`src/rtl/axis_vote_histogram.sv`:
```
// Per-frame class histogram over voted labels; emits the winning class and its
// vote count as one AXI-Stream beat at the end of each tlast-delimited frame.
module axis_vote_histogram #(
  parameter int unsigned DATA_WIDTH  = 32,
  parameter int unsigned NUM_CLASSES = 10,
  parameter int unsigned CNT_WIDTH   = 16
) (
  input  logic                  clk,
  input  logic                  rst,
  input  logic [DATA_WIDTH-1:0] s_axis_tdata,
  input  logic                  s_axis_tvalid,
  output logic                  s_axis_tready,
  input  logic                  s_axis_tlast,
  output logic [DATA_WIDTH-1:0] m_axis_tdata,
  output logic [CNT_WIDTH-1:0]  m_axis_tcount,
  output logic                  m_axis_tvalid,
  input  logic                  m_axis_tready,
  output logic                  m_axis_tlast,
  output logic [CNT_WIDTH-1:0]  invalid_count
);

  localparam int unsigned IDX_W = (NUM_CLASSES > 2) ? $clog2(NUM_CLASSES) : 1;
  localparam logic [CNT_WIDTH-1:0] CNT_MAX  = '1;
  localparam logic [IDX_W-1:0]     IDX_LAST = IDX_W'(NUM_CLASSES - 1);

  typedef enum logic [1:0] {ACCUM, SCAN, OUTPUT} state_t;

  state_t                state_q, state_d;
  logic [CNT_WIDTH-1:0]  hist_q [NUM_CLASSES];
  logic [CNT_WIDTH-1:0]  hist_d [NUM_CLASSES];
  logic [IDX_W-1:0]      idx_q, idx_d;
  logic [IDX_W-1:0]      best_q, best_d;
  logic [CNT_WIDTH-1:0]  bestcnt_q, bestcnt_d;
  logic                  tvalid_q, tvalid_d;
  logic [DATA_WIDTH-1:0] tdata_q, tdata_d;
  logic [CNT_WIDTH-1:0]  tcount_q, tcount_d;
  logic [CNT_WIDTH-1:0]  inv_q, inv_d;
  logic                  s_ready_q, s_ready_d;

  logic                  in_fire;
  logic                  label_ok;
  logic [IDX_W-1:0]      label_idx;
  logic [IDX_W-1:0]      cand_best;
  logic [CNT_WIDTH-1:0]  cand_cnt;

  assign in_fire   = s_axis_tvalid && s_ready_q;
  assign label_ok  = (s_axis_tdata < DATA_WIDTH'(NUM_CLASSES));
  assign label_idx = s_axis_tdata[IDX_W-1:0];

  // Next-state and datapath updates
  always_comb begin
    state_d   = state_q;
    hist_d    = hist_q;
    idx_d     = idx_q;
    best_d    = best_q;
    bestcnt_d = bestcnt_q;
    tvalid_d  = tvalid_q;
    tdata_d   = tdata_q;
    tcount_d  = tcount_q;
    inv_d     = inv_q;
    cand_best = best_q;
    cand_cnt  = bestcnt_q;

    case (state_q)
      ACCUM: begin
        if (in_fire) begin
          if (label_ok) begin
            if (hist_q[label_idx] != CNT_MAX) hist_d[label_idx] = hist_q[label_idx] + 1'b1;
          end else if (inv_q != CNT_MAX) begin
            inv_d = inv_q + 1'b1;
          end
          if (s_axis_tlast) begin
            state_d   = SCAN;
            idx_d     = '0;
            best_d    = '0;
            bestcnt_d = '0;
          end
        end
      end
      SCAN: begin
        // Strict compare keeps the lowest index on ties
        if (hist_q[idx_q] > bestcnt_q) begin
          cand_best = idx_q;
          cand_cnt  = hist_q[idx_q];
        end
        best_d    = cand_best;
        bestcnt_d = cand_cnt;
        if (idx_q == IDX_LAST) begin
          tdata_d  = DATA_WIDTH'(cand_best);
          tcount_d = cand_cnt;
          tvalid_d = 1'b1;
          state_d  = OUTPUT;
        end else begin
          idx_d = idx_q + 1'b1;
        end
      end
      OUTPUT: begin
        if (m_axis_tready) begin
          for (int i = 0; i < int'(NUM_CLASSES); i++) hist_d[i] = '0;
          tvalid_d = 1'b0;
          state_d  = ACCUM;
        end
      end
      default: state_d = ACCUM;
    endcase

    s_ready_d = (state_d == ACCUM);
  end

  always_ff @(posedge clk) begin
    if (rst) begin
      state_q   <= ACCUM;
      for (int i = 0; i < int'(NUM_CLASSES); i++) hist_q[i] <= '0;
      idx_q     <= '0;
      best_q    <= '0;
      bestcnt_q <= '0;
      tvalid_q  <= 1'b0;
      tdata_q   <= '0;
      tcount_q  <= '0;
      inv_q     <= '0;
      s_ready_q <= 1'b1;
    end else begin
      state_q   <= state_d;
      hist_q    <= hist_d;
      idx_q     <= idx_d;
      best_q    <= best_d;
      bestcnt_q <= bestcnt_d;
      tvalid_q  <= tvalid_d;
      tdata_q   <= tdata_d;
      tcount_q  <= tcount_d;
      inv_q     <= inv_d;
      s_ready_q <= s_ready_d;
    end
  end

  assign s_axis_tready = s_ready_q;
  assign m_axis_tdata  = tdata_q;
  assign m_axis_tcount = tcount_q;
  assign m_axis_tvalid = tvalid_q;
  assign m_axis_tlast  = tvalid_q;
  assign invalid_count = inv_q;

endmodule

```
`config.mk`:
```
export PLATFORM = sky130hd
export DESIGN_NAME = axis_vote_histogram
export DESIGN_NICKNAME = d
export VERILOG_FILES = /design/src/rtl/axis_vote_histogram.sv
export SDC_FILE = /design/constraint.sdc
export NUM_CORES = 1
export LEC_CHECK = 0
export CAP_MARGIN = 20
export CORE_MARGIN = 1
export CORE_UTILIZATION = 23
export DETAILED_ROUTE_END_ITERATION = 12
export PLACE_DENSITY = 0.41
export SLEW_MARGIN = 40
export SYNTH_ARGS = -nofsm -noshare
export SYNTH_HDL_FRONTEND = slang
export SYNTH_SLANG_ARGS = --single-unit
```
`constraint.sdc`:
```
create_clock -name clk -period 7.55 [get_ports clk]
set_clock_uncertainty 0.05 [all_clocks]
set_input_delay 1.8875 -clock clk [delete_from_list [all_inputs] [get_ports clk]]
set_output_delay 1.8875 -clock clk [all_outputs]
set_load 0.01 [all_outputs]
```
Run 1, a small window of the routed layout:
Window x 96 to 136, y 142 to 182 um. Cells in gray, sequential cells in the stronger gray; small squares are vias.
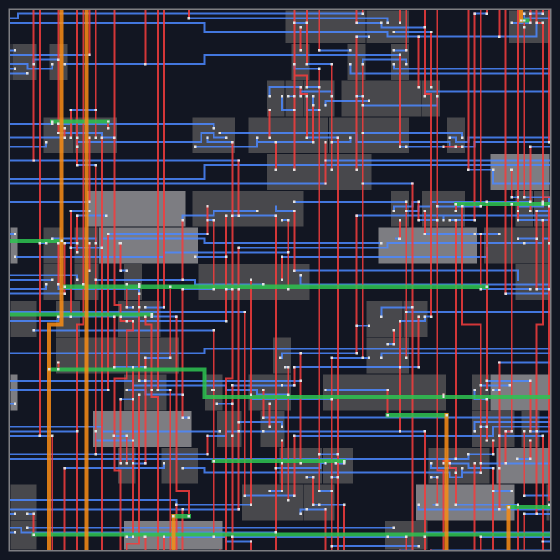
- metal 3: green
- metal 4: orange
- metal 2: red
- metal 1: blue
- sequential cells in the window: 9
- netlist names of flops here include: `hist_q` (9)
- cells with their middle in the window: 66
- most frequent: nor2_1 (12), dfxtp_1 (9), a32oi_1 (6)

Run 1, where the registers sit:
Scale: 2 px per um. Other sequential cells in the stronger gray, the rest of the logic in the fainter gray.
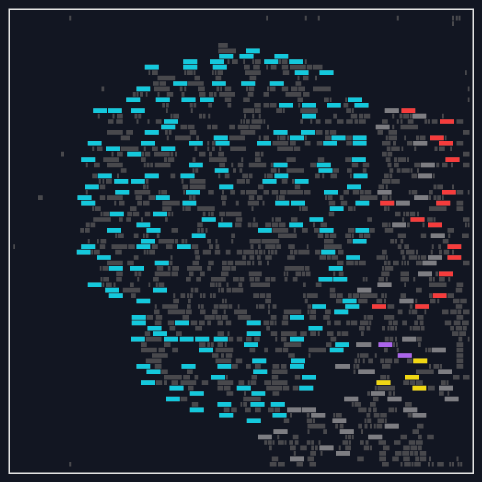
- `state_q`: purple (sequential cells 2)
- `best_q`: yellow (sequential cells 4; where bottom right)
- `hist_q`: cyan (sequential cells 160)
- `m_axis_tcount`: red (sequential cells 16)
FF/Latch Area: 0.00449 mm2
flop share of the area: 0.313

Run 1, M2 wires:
Scale: 1 px per um.
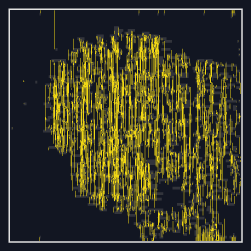
- main direction: vertical
- longest straight run: 70.7 um

==> CHANGELOG.md, run 1 <==
### Implementation results

* TritonCTS clock tree: built
* Post-Route WL at 41.8 mm
* Synth-to-layout area growth at 18.7%
* Iteration-0 DRC Markers at 776
* Antenna Cells at 0
* Resized cells post-CTS at 0
* Critical path class: in -> reg
* Vias per inst at 5.10
* Flop+latch power at 1200 uW
* Combinational power at 188 uW
* PwrDens at 187 mW/mm2
* Clock power frac at 0.484
* R2r setup slk at 2580 ps
* Met3 WL at 1.82 mm
* Vias at 10100
* Synth Instances at 1260
* CTS root buffer: clkbuf_16
* Max Used Layer: met5
* Log Warnings at 27
* Grt peak-use layer: met2
* Worst setup EP type: flop
* TNS Setup at 0 ps
* Syn Area/Cell at 9.59 um2
* Internal power at 2020 uW
* Drt pass-1 iters at 4
* GRT met2 Usage at 0.237
* Met2 WL at 18.6 mm
* Core Region at 0.0516 mm2
* Metal-1 WL at 20.6 mm
* Remaining Overflow, GRT at 0
* Vias in the first global route at 9849
* Startpoint class of the critical path: input pin
* CP top delay family: simple AND/OR/NAND/NOR gates
* WP data arrival at 6190 ps
* Die Area at 0.0535 mm2
* Min Tclk post-route at 5740 ps
* Measured slew at the worst slew-check pin at 834 ps
* Initial antenna violation count at 1
* WHS Endpoint: best_q[3]
* CTS Hold Bufs at 0
* DIE WIDTH at 231 um
* P_leak at 0.00482 uW
* WL/cell at 21.0 um
* Hold crit path type: reg -> reg
* Worst skew pair latency at 560 ps
* Power Clock at 1300 uW
* Layout cell share with drive strength beyond 1 at 0.137
* Setup Fix Bufs, Post-CTS at 0
* CP startpoint: s_axis_tdata[3]
* Min-Delay Path Depth at 1
* Number of enable flip-flop cells at 0
* Switch Pwr at 666 uW
* Maximum clock frequency at 174 MHz
* Clock buffer count from CTS at 28
* YS chip area at 0.0121 mm2
* Final Setup Violations at 0
* Max incr delay on CP at 700 ps
* Met1 Use GR at 0.226
* Gr usage total at 0.155
* Final-report hold violation count at 0
* Detailed placer's ending HPWL at 28.6 mm
* CP cell instances: clkdlybuf4s50_1 -> nand2b_1 -> a2bb2oi_1 -> o21a_1 -> inv_1 -> ha_1 -> or3b_1 -> nor2_1 -> nand3_2 -> a21oi_4 -> a22o_1
* Combinational share of power at 0.070
* Layout Nets at 1348
* Most numerous logic cells after layout: dfxtp_1 (221), nor2_1 (167), mux2i_1 (102), clkdlybuf4s50_1 (71), a32oi_1 (66)
* Req. time, crit path at 7990 ps
* First-pass GRT wire length at 64.1 mm
* RePlAce Congestion at 0.813
* Worst path slowest cell: clkdlybuf4s50_1
* Synthesized area at 0.0121 mm2
* GRT met3 Usage at 0.0204
* Critical path depth in cells at 11
* Largest net degree at the start of global routing at 88
* Ys cells at 1260
* Top cells, area: dfxtp_1 (37%), mux2i_1 (8.4%), mux4_2 (7.3%), nor2_1 (5.2%), a32oi_1 (4.8%)
* Leading area contributor after synthesis: dfxtp_1
* CTS Buffer Depth at 3
* Final ANT Viol Nets at 0
* FF-to-FF path depth at 15
* I/O pin count at 104
* Flops & latches, synth at 224
* Top FF cell, synth: dfxtp_1
* Maximum net fanout on the critical path at 21
* Slew HR at 0.444
* CTS Sinks at 224
* Switching share of power at 0.248
* FFs w/ async S/R, synth at 0
* Hold path startpoint: best_q[3]
* Peak supply drop at 0.000170 V
* Max-Cap Viols at 0
* Logic area at 0.00698 mm2
* Fillers at 5431
* Die height at 231 um
* Status: finished clean
* Worst r2r src: idx_q[0]
* IO Port Bufs at 75
* FP Rows at 83
* Ys Warns at 0
* Synth cell types at 75
[run 1: through the flow]
stage / cells / instance area [um2] / utilization / power, uW / worst slack (ps)
after CTS: 1991 / 14300 / 0.277 / 2720 / 1860
after detailed placement: 1941 / 13400 / 0.260 / 1410 / 1280
after global placement: 1938 / 13300 / 0.258 / 1410 / 1380
final: 1991 / 14300 / 0.278 / 2680 / 1810
after floorplan: 1287 / 12200 / - / 1350 / 2680
after global routing: 1991 / 14300 / 0.278 / 2780 / 1490
[run 1: area by class of cell]
type                    instances  share of cell area
flip-flops and latches        224               0.313
multi-input cells             898               0.487
repair buffers                111              0.0715
inverters                      28             0.00733
well taps                     680              0.0593
clock inverters                 8             0.00332
clock buffers                  42              0.0589
[run 1: kinds of logic after synthesis]
family,Yosys count,share of synthesized area
AND-OR/OR-AND,346,0.225
flip-flops,224,0.371
AND/OR/NAND/NOR,337,0.132
other,1,0.000310
XOR/XNOR,26,0.0188
adder cells (fa/ha/maj),20,0.0207
buffers and inverters,165,0.0742
multiplexers,141,0.157
[run 1: registers in the layout, summed over array words and instances (netlist names)]
signal	flops
idx_q	4
bestcnt_q	16
invalid_count	16
m_axis_tcount	16
hist_q	160
s_axis_tready	1
m_axis_tlast	1
m_axis_tdata	4
state_q	2
best_q	4
[run 1: synthesized netlist by cell type (10+ instances only)]
cell type  instances
inv_1             28
ha_1              20
o221ai_1          12
a32oi_1           66
nand4_1           11
a2111oi_0         15
o2bb2ai_1         19
a21oi_1           42
o21ai_0           31
o31ai_1           11
nor4_1            12
nor3_1            31
a22o_1            51
dfxtp_1          224
clkbuf_1          62
mux2i_1          102
nand2_1           46
buf_2             20
xnor2_1           15
nor2_1           168
a22oi_1           13
o22ai_1           26
buf_6             12
a32o_1            10
mux4_2            39
xor2_1            11
buf_4             36
==> run 2: changes to the inputs <==
PLACE_DENSITY = 0.42   (was 0.41)
clock period = 4.96 ns   (was 7.55 ns; I/O delays follow)
Run 2, congestion heat map:
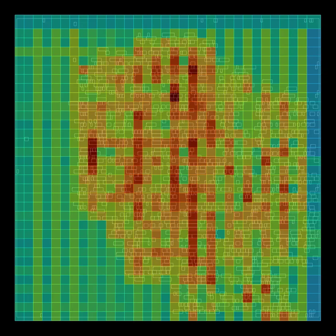
WL/cell: 20.6 um
GRT met2 Usage: 0.242
grt peak-use layer: met2
gr usage total: 0.155

Run 2, M2 wires:
Scale: 1 px per um.
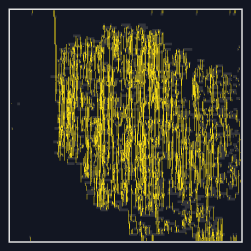
- nets with wire on the layer: 1086
- share of all routed wire: 45%
- longest straight run: 76.2 um
- wire length on this layer: 18700 um

==> run 2 against run 1 <==
Against the previous run: sequential share of layout area shrank 0.95 points; clock-buffer cell count is the same; hold slack gained 2.9 ps; area after synthesis is the same; critical path depth grew 1; largest power group unchanged.
==> CHANGELOG.md, run 2 <==
### Implementation results

* Status: finished clean (unchanged)
* Final period utilization at 0.859
* Max incr delay on CP at 490 ps (was 700 ps)
* Vias per inst at 5.09 (was 5.10)
* Die Area at 0.0535 mm2 (unchanged)
* Clock-pin slew on the worst setup and hold paths at 60 ps (about the same)
* YS chip area at 0.0121 mm2 (unchanged)
* Maximum net fanout on the critical path at 18 (was 21)
* Layout Nets at 1386 (was 1348)
* GRT met3 Usage at 0.0272 (was 0.0204)
* Max Transition Viols Final at 0 (unchanged)
* Final Setup Violations at 0 (unchanged)
* Most numerous logic cells after layout: dfxtp_1 (222), nor2_1 (167), mux2i_1 (102), clkdlybuf4s50_1 (71) (was dfxtp_1 (221), nor2_1 (167), mux2i_1 (102), clkdlybuf4s50_1 (71), a32oi_1 (66))
* Startpoint class of the critical path: input pin (unchanged)
* Flops & latches, synth at 224 (unchanged)
* CTS Buffer Depth at 3 (unchanged)
* Top-count cell post-synth: dfxtp_1 (unchanged)
* Clock buffer count from CTS at 28 (unchanged)
* Max-Cap Viols at 0 (unchanged)
* Max Used Layer: met5 (unchanged)
* Peak supply drop at 0.000232 V (was 0.000170 V)
* Metal-1 WL at 20.0 mm (was 20.6 mm)
* Vias at 10300 (was 10100)
* Worst setup EP type: flop (unchanged)
* Leading area contributor after synthesis: dfxtp_1 (unchanged)
* Die height at 231 um (unchanged)
* Vias in the first global route at 10100 (was 9849)
* FFs w/ async S/R, synth at 0 (unchanged)
* Top FF cell, synth: dfxtp_1 (unchanged)
* IO Port Bufs at 75 (unchanged)
* Top cell area share at 0.371 (unchanged)
* RSZ-0062 raised after global routing: false (unchanged)
* TNS Setup at 0 ps (unchanged)
* Maximum clock frequency at 235 MHz
* Min Tclk post-route at 4260 ps
* Resized cells post-CTS at 0 (unchanged)
* Initial Utilization at 0.234 (unchanged)
* CTS root buffer: clkbuf_16 (unchanged)
* Most frequent cell on the critical path: buf_4
* CTS Hold Bufs at 0 (unchanged)
* Core Region at 0.0516 mm2 (unchanged)
* CTS Sinks at 224 (unchanged)
* Fillers at 5417 (was 5431)
* Synth-to-layout area growth at 22.4% (was 18.7%)
* Ys cells at 1260 (unchanged)
* Ys Warns at 0 (unchanged)
* Remaining Overflow, GRT at 0 (unchanged)
* Synth cell types at 75 (unchanged)
* Req. time, crit path at 5410 ps (was 7990 ps)
* WP data arrival at 4710 ps (was 6190 ps)
* Initial antenna violation count at 2 (was 1)
* First-pass GRT wire length at 64.3 mm (was 64.1 mm)
* Layout cell share with drive strength beyond 1 at 0.157 (was 0.137)
* Met3 WL at 2.26 mm (was 1.82 mm)
* Hold crit path type: reg -> reg (unchanged)
* Setup Fix Bufs, Post-CTS at 0 (unchanged)
* Final-report hold violation count at 0 (unchanged)
* PwrDens at 297 mW/mm2 (was 187 mW/mm2)
* Synth Instances at 1260 (unchanged)
* Sequential area share after synthesis at 0.371 (unchanged)
* CP bufs+invs at 4 (was 2)
* Drt drc at 0 (unchanged)
* CTS H-tree lvls at 1 (unchanged)
* Largest net degree at the start of global routing at 66 (was 88)
* Met2 WL at 18.7 mm (was 18.6 mm)
* Max reg flops at 160 (unchanged)
* Top cells, area: dfxtp_1 (37%), mux2i_1 (8.4%), mux4_2 (7.3%), nor2_1 (5.2%), a32oi_1 (4.8%) (unchanged)
* RePlAce Congestion at 0.798 (was 0.813)
* Slew HR at 0.434 (was 0.444)
* Log Warnings at 27 (unchanged)
* FP Rows at 83 (unchanged)
* Iteration-0 DRC Markers at 877 (was 776)
* Commonest Layout Cell: dfxtp_1 (unchanged)
* Critical path class: in -> reg (unchanged)
* Drt pass-1 iters at 5 (was 4)
* Post-Route WL at 41.8 mm (about the same)
* I/O pin count at 104 (unchanged)
* CP cell instances: clkdlybuf4s50_1 -> nand2b_2 -> buf_12 -> o221ai_1 -> o31a_1 -> nand3b_1 -> nor3b_4 -> buf_4 -> nand3_2 -> buf_4 -> a21oi_4 -> a22o_1 (was clkdlybuf4s50_1 -> nand2b_1 -> a2bb2oi_1 -> o21a_1 -> inv_1 -> ha_1 -> or3b_1 -> nor2_1 -> nand3_2 -> a21oi_4 -> a22o_1)
* CP top delay family: AND-OR/OR-AND gates (was simple AND/OR/NAND/NOR gates)
* DIE WIDTH at 231 um (unchanged)
* Detailed placer's ending HPWL at 29.0 mm (was 28.6 mm)
* Largest Register: hist_q (unchanged)
* P_leak at 0.00506 uW (was 0.00482 uW)
* Commonest cells in the netlist: dfxtp_1 (224), nor2_1 (168), mux2i_1 (102) (unchanged)
* Worst skew pair latency at 580 ps (was 560 ps)
* Worst path slowest cell: a21oi_4 (was clkdlybuf4s50_1)
* Met1 Use GR at 0.218 (was 0.226)
* Synthesized area at 0.0121 mm2 (unchanged)
* Number of enable flip-flop cells at 0 (unchanged)
* Final ANT Viol Nets at 0 (unchanged)
* TritonCTS clock tree: built (unchanged)
* Syn Area/Cell at 9.59 um2 (unchanged)
* Measured slew at the worst slew-check pin at 846 ps (was 834 ps)
Run 2, where the registers sit:
Scale: 2 px per um. Other sequential cells in the stronger gray, the rest of the logic in the fainter gray.
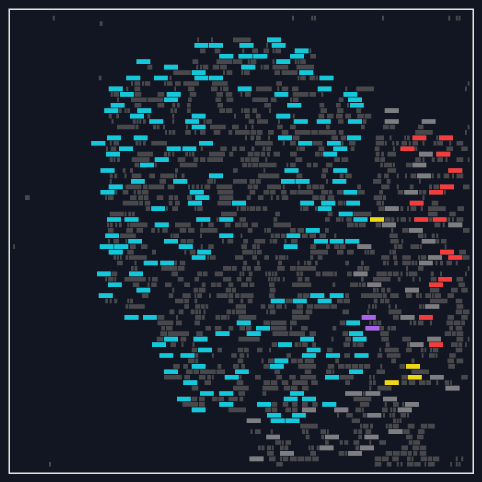
- `best_q`: yellow (sequential cells 4; where bottom right)
- `state_q`: purple (sequential cells 2)
- `hist_q`: cyan (sequential cells 160)
- `m_axis_tcount`: red (sequential cells 16; where right middle)
- not colored: 42
Layout Utilization: 0.286
flop share of the area: 0.304
FF/Latch Area: 0.00449 mm2

[run 2: cell counts after synthesis]
No cell type changed its count.
[run 2: worst paths after layout]
check / to / cells after the start / slack, ps / from
min reg2reg: best_q[0] / 1 / 430 / best_q[0]
max: hist_q[8] / 12 / 700 / s_axis_tdata[3]
min: best_q[0] / 1 / 430 / best_q[0]
max reg2reg: m_axis_tcount[14] / 12 / 780 / idx_q[1]
[run 2: layout make-up]
class / count / area, um2 / share of cell area
Antenna cell: 1 / 2.50 / 0.000169
Clock buffer: 42 / 833 / 0.0564
Clock inverter: 10 / 195 / 0.0132
Inverter: 28 / 105 / 0.00711
Multi-Input combinational cell: 898 / 6890 / 0.466
Sequential cell: 224 / 4490 / 0.304
Tap cell: 680 / 851 / 0.0575
Timing Repair Buffer: 149 / 1420 / 0.0958
[run 2: through the flow]
step / instance area [um2] / instances / setup slack (ps) / hold WS (ps) / power [uW]
final: 14800 / 2032 / 700 / 434 / 4390
after global placement: 13700 / 1979 / 119 / 413 / 2160
after detailed placement: 13700 / 1979 / 165 / 418 / 2160
after global routing: 14800 / 2031 / 493 / 440 / 4540
after floorplan: 12200 / 1287 / 734 / 398 / 2060
after CTS: 14800 / 2031 / 707 / 433 / 4450
[run 2: logic make-up (layout without fill, tap and decap cells)]
logic type / count (synthesis) / in the layout / share of synthesized area
flip-flops: 224 / 224 / 0.371
XOR/XNOR: 26 / 26 / 0.0188
AND-OR/OR-AND: 346 / 346 / 0.225
other: 1 / 29 / 0.000310
multiplexers: 141 / 141 / 0.157
buffers and inverters: 165 / 229 / 0.0742
AND/OR/NAND/NOR: 337 / 337 / 0.132
adder cells (fa/ha/maj): 20 / 20 / 0.0207
[run 2: power by group]
part | switching, uW | internal, uW
logic | 195 | 113
registers | 13.6 | 1800
clock network | 844 | 1420
==> run 3: changes to the inputs <==
CTS_CLUSTER_DIAMETER = 50   (was default)
DONT_BUFFER_PORTS = 1   (was default)
PLACE_DENSITY = 0.39   (was 0.42)
==> run 3 against run 2 <==
Against the previous run: fmax decreased by 5.2%; clock power up 8%; combinational power fell by 27%; sequential cell count unchanged; worst setup slack worse by 230 ps; synthesized cell count unchanged; clock-buffer cell count up 4.
==> CHANGELOG.md, run 3 <==
### Implementation results

* FF-to-FF path depth at 12 (unchanged)
* Max incr delay on CP at 690 ps (was 490 ps)
* Drt drc at 0 (unchanged)
* Detailed placer's ending HPWL at 29.1 mm (was 29.0 mm)
* Fillers at 5441 (was 5417)
* Max reg flops at 160 (unchanged)
* FP Rows at 83 (unchanged)
* Top-count cell post-synth: dfxtp_1 (unchanged)
* XOR Share, Synth at 0.0188 (unchanged)
* Setup Fix Bufs, Post-CTS at 0 (unchanged)
* Min Tclk post-route at 4490 ps (was 4260 ps)
* Layout cell share with drive strength beyond 1 at 0.171 (was 0.157)
* Synth cell types at 75 (unchanged)
* YS chip area at 0.0121 mm2 (unchanged)
* Antenna Cells at 0 (was 1)
* TNS Setup at 0 ps (unchanged)
* Power Clock at 2450 uW (was 2260 uW)
* TritonCTS clock tree: built (unchanged)
* Max Transition Viols Final at 0 (unchanged)
* CP bufs+invs at 2 (was 4)
* Maximum net fanout on the critical path at 22 (was 18)
* Remaining Overflow, GRT at 0 (unchanged)
* Layout Nets at 1320 (was 1386)
* Worst setup EP type: flop (unchanged)
* Mux area share at 0.157 (unchanged)
* Hold path startpoint: best_q[0] (unchanged)
* Seq pwr share at 0.406 (was 0.414)
* Combinational share of power at 0.050 (was 0.070)
* Vias at 10400 (was 10300)
* Core Region at 0.0516 mm2 (unchanged)
* Switching share of power at 0.248 (was 0.240)
* Combinational power at 224 uW (was 308 uW)
* Hold crit path type: reg -> reg (unchanged)
* Clock-pin slew on the worst setup and hold paths at 60 ps (about the same)
* Vias per inst at 5.26 (was 5.09)
* Worst skew pair latency at 550 ps (was 580 ps)
* CTS Sinks at 224 (unchanged)
* Initial antenna violation count at 1 (was 2)
* P_leak at 0.00479 uW (was 0.00506 uW)
* WP data arrival at 4850 ps (was 4710 ps)
* R2r setup slk at 470 ps (was 780 ps)
* CP cell instances: buf_12 -> mux4_2 -> mux2i_1 -> o22ai_1 -> ha_1 -> nand4_1 -> or3_1 -> a21o_1 -> a31oi_2 -> buf_4 -> nor3_1 -> a2111oi_0 (was clkdlybuf4s50_1 -> nand2b_2 -> buf_12 -> o221ai_1 -> o31a_1 -> nand3b_1 -> nor3b_4 -> buf_4 -> nand3_2 -> buf_4 -> a21oi_4 -> a22o_1)
* Comb area leader: AND-OR/OR-AND gates (unchanged)
* CTS Hold Bufs at 0 (unchanged)
* Startpoint class of the critical path: flop (was input pin)
* WHS Endpoint: best_q[0] (unchanged)
* Req. time, crit path at 5320 ps (was 5410 ps)
* Slew HR at 0.457 (was 0.434)
* Max-Cap Viols at 0 (unchanged)
* Final period utilization at 0.906 (was 0.859)
* Post-Route WL at 44.5 mm (was 41.8 mm)
* Synthesized area at 0.0121 mm2 (unchanged)
* Min-Delay Path Depth at 1 (unchanged)
* Measured slew at the worst slew-check pin at 812 ps (was 846 ps)
* Iteration-0 DRC Markers at 889 (was 877)
* WL/cell at 22.6 um (was 20.6 um)
* Ys cells at 1260 (unchanged)
* Initial Utilization at 0.234 (unchanged)
* Final-report hold violation count at 0 (unchanged)
* Largest net degree at the start of global routing at 164 (was 66)
* Syn Area/Cell at 9.59 um2 (unchanged)
* Leading area contributor after synthesis: dfxtp_1 (unchanged)
* CTS H-tree lvls at 2 (was 1)
* Synth-to-layout area growth at 16.5% (was 22.4%)
* Sequential area share after synthesis at 0.371 (unchanged)
* Largest Register: hist_q (unchanged)
* Status: finished clean (unchanged)
* Switch Pwr at 1110 uW (was 1050 uW)
* PwrDens at 319 mW/mm2 (was 297 mW/mm2)
* Number of enable flip-flop cells at 0 (unchanged)
* Simple logic cell fraction of the synthesized area at 0.132 (unchanged)
* First-pass GRT wire length at 67.0 mm (was 64.3 mm)
* Finished Layout Cells at 1967 (was 2032)
* Critical path class: reg -> reg (was in -> reg)
* RePlAce Congestion at 0.809 (was 0.798)
* RSZ-0062 raised after global routing: false (unchanged)
* Reg2Reg Capture Point: m_axis_tcount[2] (was m_axis_tcount[14])
* FFs w/ async S/R, synth at 0 (unchanged)
* CP top delay family: AND-OR/OR-AND gates (unchanged)
* Ys Warns at 0 (unchanged)
* Commonest cells in the netlist: dfxtp_1 (224), nor2_1 (168), mux2i_1 (102) (unchanged)
* Final ANT Viol Nets at 0 (unchanged)
* Final Setup Violations at 0 (unchanged)
* Inst Count DP at 1904 (was 1979)
* Drt pass-1 iters at 6 (was 5)
* Adder share at 0.0207 (unchanged)
* CTS Buffer Depth at 3 (unchanged)
* Compound-Gate Fraction of Synth Area at 0.225 (unchanged)
* Die Area at 0.0535 mm2 (unchanged)
* I/O pin count at 104 (unchanged)
* Resized cells post-CTS at 0 (unchanged)
* Clock power frac at 0.545 (was 0.516)
* Leading power group: the clock network (unchanged)
* DIE WIDTH at 231 um (unchanged)
* Commonest Layout Cell: dfxtp_1 (unchanged)
* CTS root buffer: clkbuf_16 (unchanged)
* Internal power at 3380 uW (was 3340 uW)
* Flops & latches, synth at 224 (unchanged)
* Clock buffer count from CTS at 37 (was 28)
* Worst path slowest cell: dfxtp_2 (was a21oi_4)
* IO Port Bufs at 0 (was 75)
* Top FF cell, synth: dfxtp_1 (unchanged)
* Maximum clock frequency at 223 MHz (was 235 MHz)
* Synth Instances at 1260 (unchanged)
* Top cells, area: dfxtp_1 (37%), mux2i_1 (8.4%), mux4_2 (7.3%), nor2_1 (5.2%), a32oi_1 (4.8%) (unchanged)
* Worst r2r src: idx_q[1] (unchanged)
* Most numerous logic cells after layout: dfxtp_1 (222), nor2_1 (167), mux2i_1 (102), buf_4 (70), a32oi_1 (66) (was dfxtp_1 (222), nor2_1 (167), mux2i_1 (102), clkdlybuf4s50_1 (71))
* Die height at 231 um (unchanged)
* Top cell area share at 0.371 (unchanged)
* Hold WS at 431 ps (was 434 ps)
==> run 3: cell count changes in the layout (fill, tap and decap cells not counted), sizes merged <==
cell / before / now
bufinv: 5 / 1
clkdlybuf4s50: 71 / 0
clkbuf: 42 / 46
inv: 29 / 34
clkinv: 3 / 5
diode: 1 / 0
clkinvlp: 1 / 5
buf: 78 / 74
==> run 3: worst max path at each step <==
stage	end	slack, ps	from
after floorplan	hist_q[77]	730	s_axis_tdata[0]
after global placement	m_axis_tcount[15]	490	idx_q[0]
after detailed placement	m_axis_tcount[2]	470	idx_q[0]
after CTS	m_axis_tcount[2]	470	idx_q[0]
after global routing	m_axis_tcount[6]	180	idx_q[0]
final	m_axis_tcount[2]	470	idx_q[1]
==> run 3: through the flow <==
step / power [uW] / cell area (um2) / setup slack [ps]
2_1_floorplan: 2060 / 12200 / 734
3_3_place_gp: 2080 / 12900 / 488
5_1_grt: 4660 / 14100 / 180
4_1_cts: 4560 / 14100 / 468
3_5_place_dp: 2080 / 12900 / 474
6_report: 4490 / 14100 / 466
==> run 3: layout make-up <==
class                      instances  area, um2  share of cell area
clock buffer                      46       1000              0.0710
inverter                          28        105             0.00746
multi-input combinational        898       6880               0.489
sequential                       224       4490               0.319
timing repair buffer              74        606              0.0430
tap                              680        851              0.0604
clock inverter                    17        149              0.0106
==> run 3: per-layer routing <==
| metal | vias up | GRT usage | part of all wire |
|---|---|---|---|
| met5 | - | 0 | 0.00022 |
| met4 | 2 | 0.0550 | 0.022 |
| met3 | 67 | 0.0335 | 0.062 |
| met2 | 366 | 0.259 | 0.45 |
| met1 | 5171 | 0.228 | 0.46 |
| li1 | 4749 | - | - |
Run 3, a small window of the routed layout:
Window x 96 to 136, y 142 to 182 um. Cells in gray, sequential cells in the stronger gray; small squares are vias.
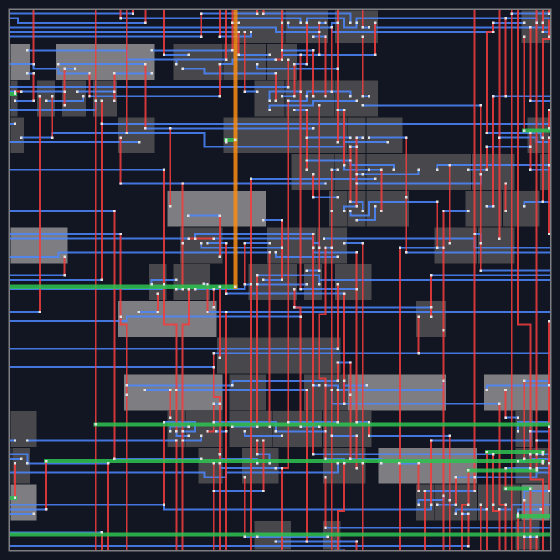
- metal 3: green
- metal 1: blue
- metal 2: red
- metal 4: orange
- cells with their middle in the window: 67
- sequential cells in the window: 8
- most frequent: dfxtp_1 (8), buf_4 (7)
- netlist names of flops here include: `hist_q` (8)

Run 3, congestion heat map:
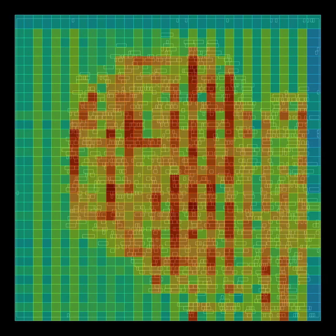
gr usage total: 0.166
GRT met2 Usage: 0.259
GRT met3 Usage: 0.0335

Run 3, where the registers sit:
Scale: 2 px per um. Other sequential cells in the stronger gray, the rest of the logic in the fainter gray.
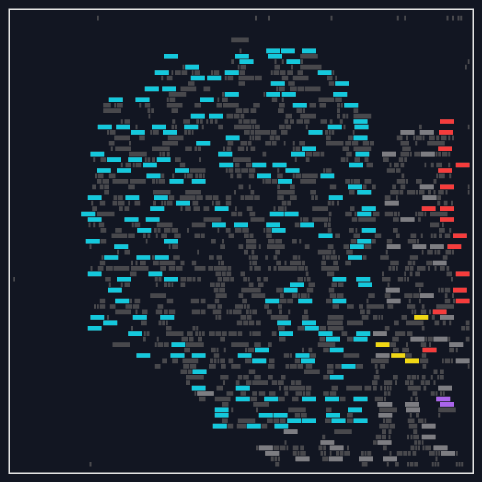
- `m_axis_tcount`: red (sequential cells 16)
- `hist_q`: cyan (sequential cells 160)
- `state_q`: purple (sequential cells 2)
- `best_q`: yellow (sequential cells 4; where bottom right)
- not colored: 42
Layout Utilization: 0.273
Flop+latch power: 1820 uW
flop share of the area: 0.319

Power and IR drop assume default switching activity.
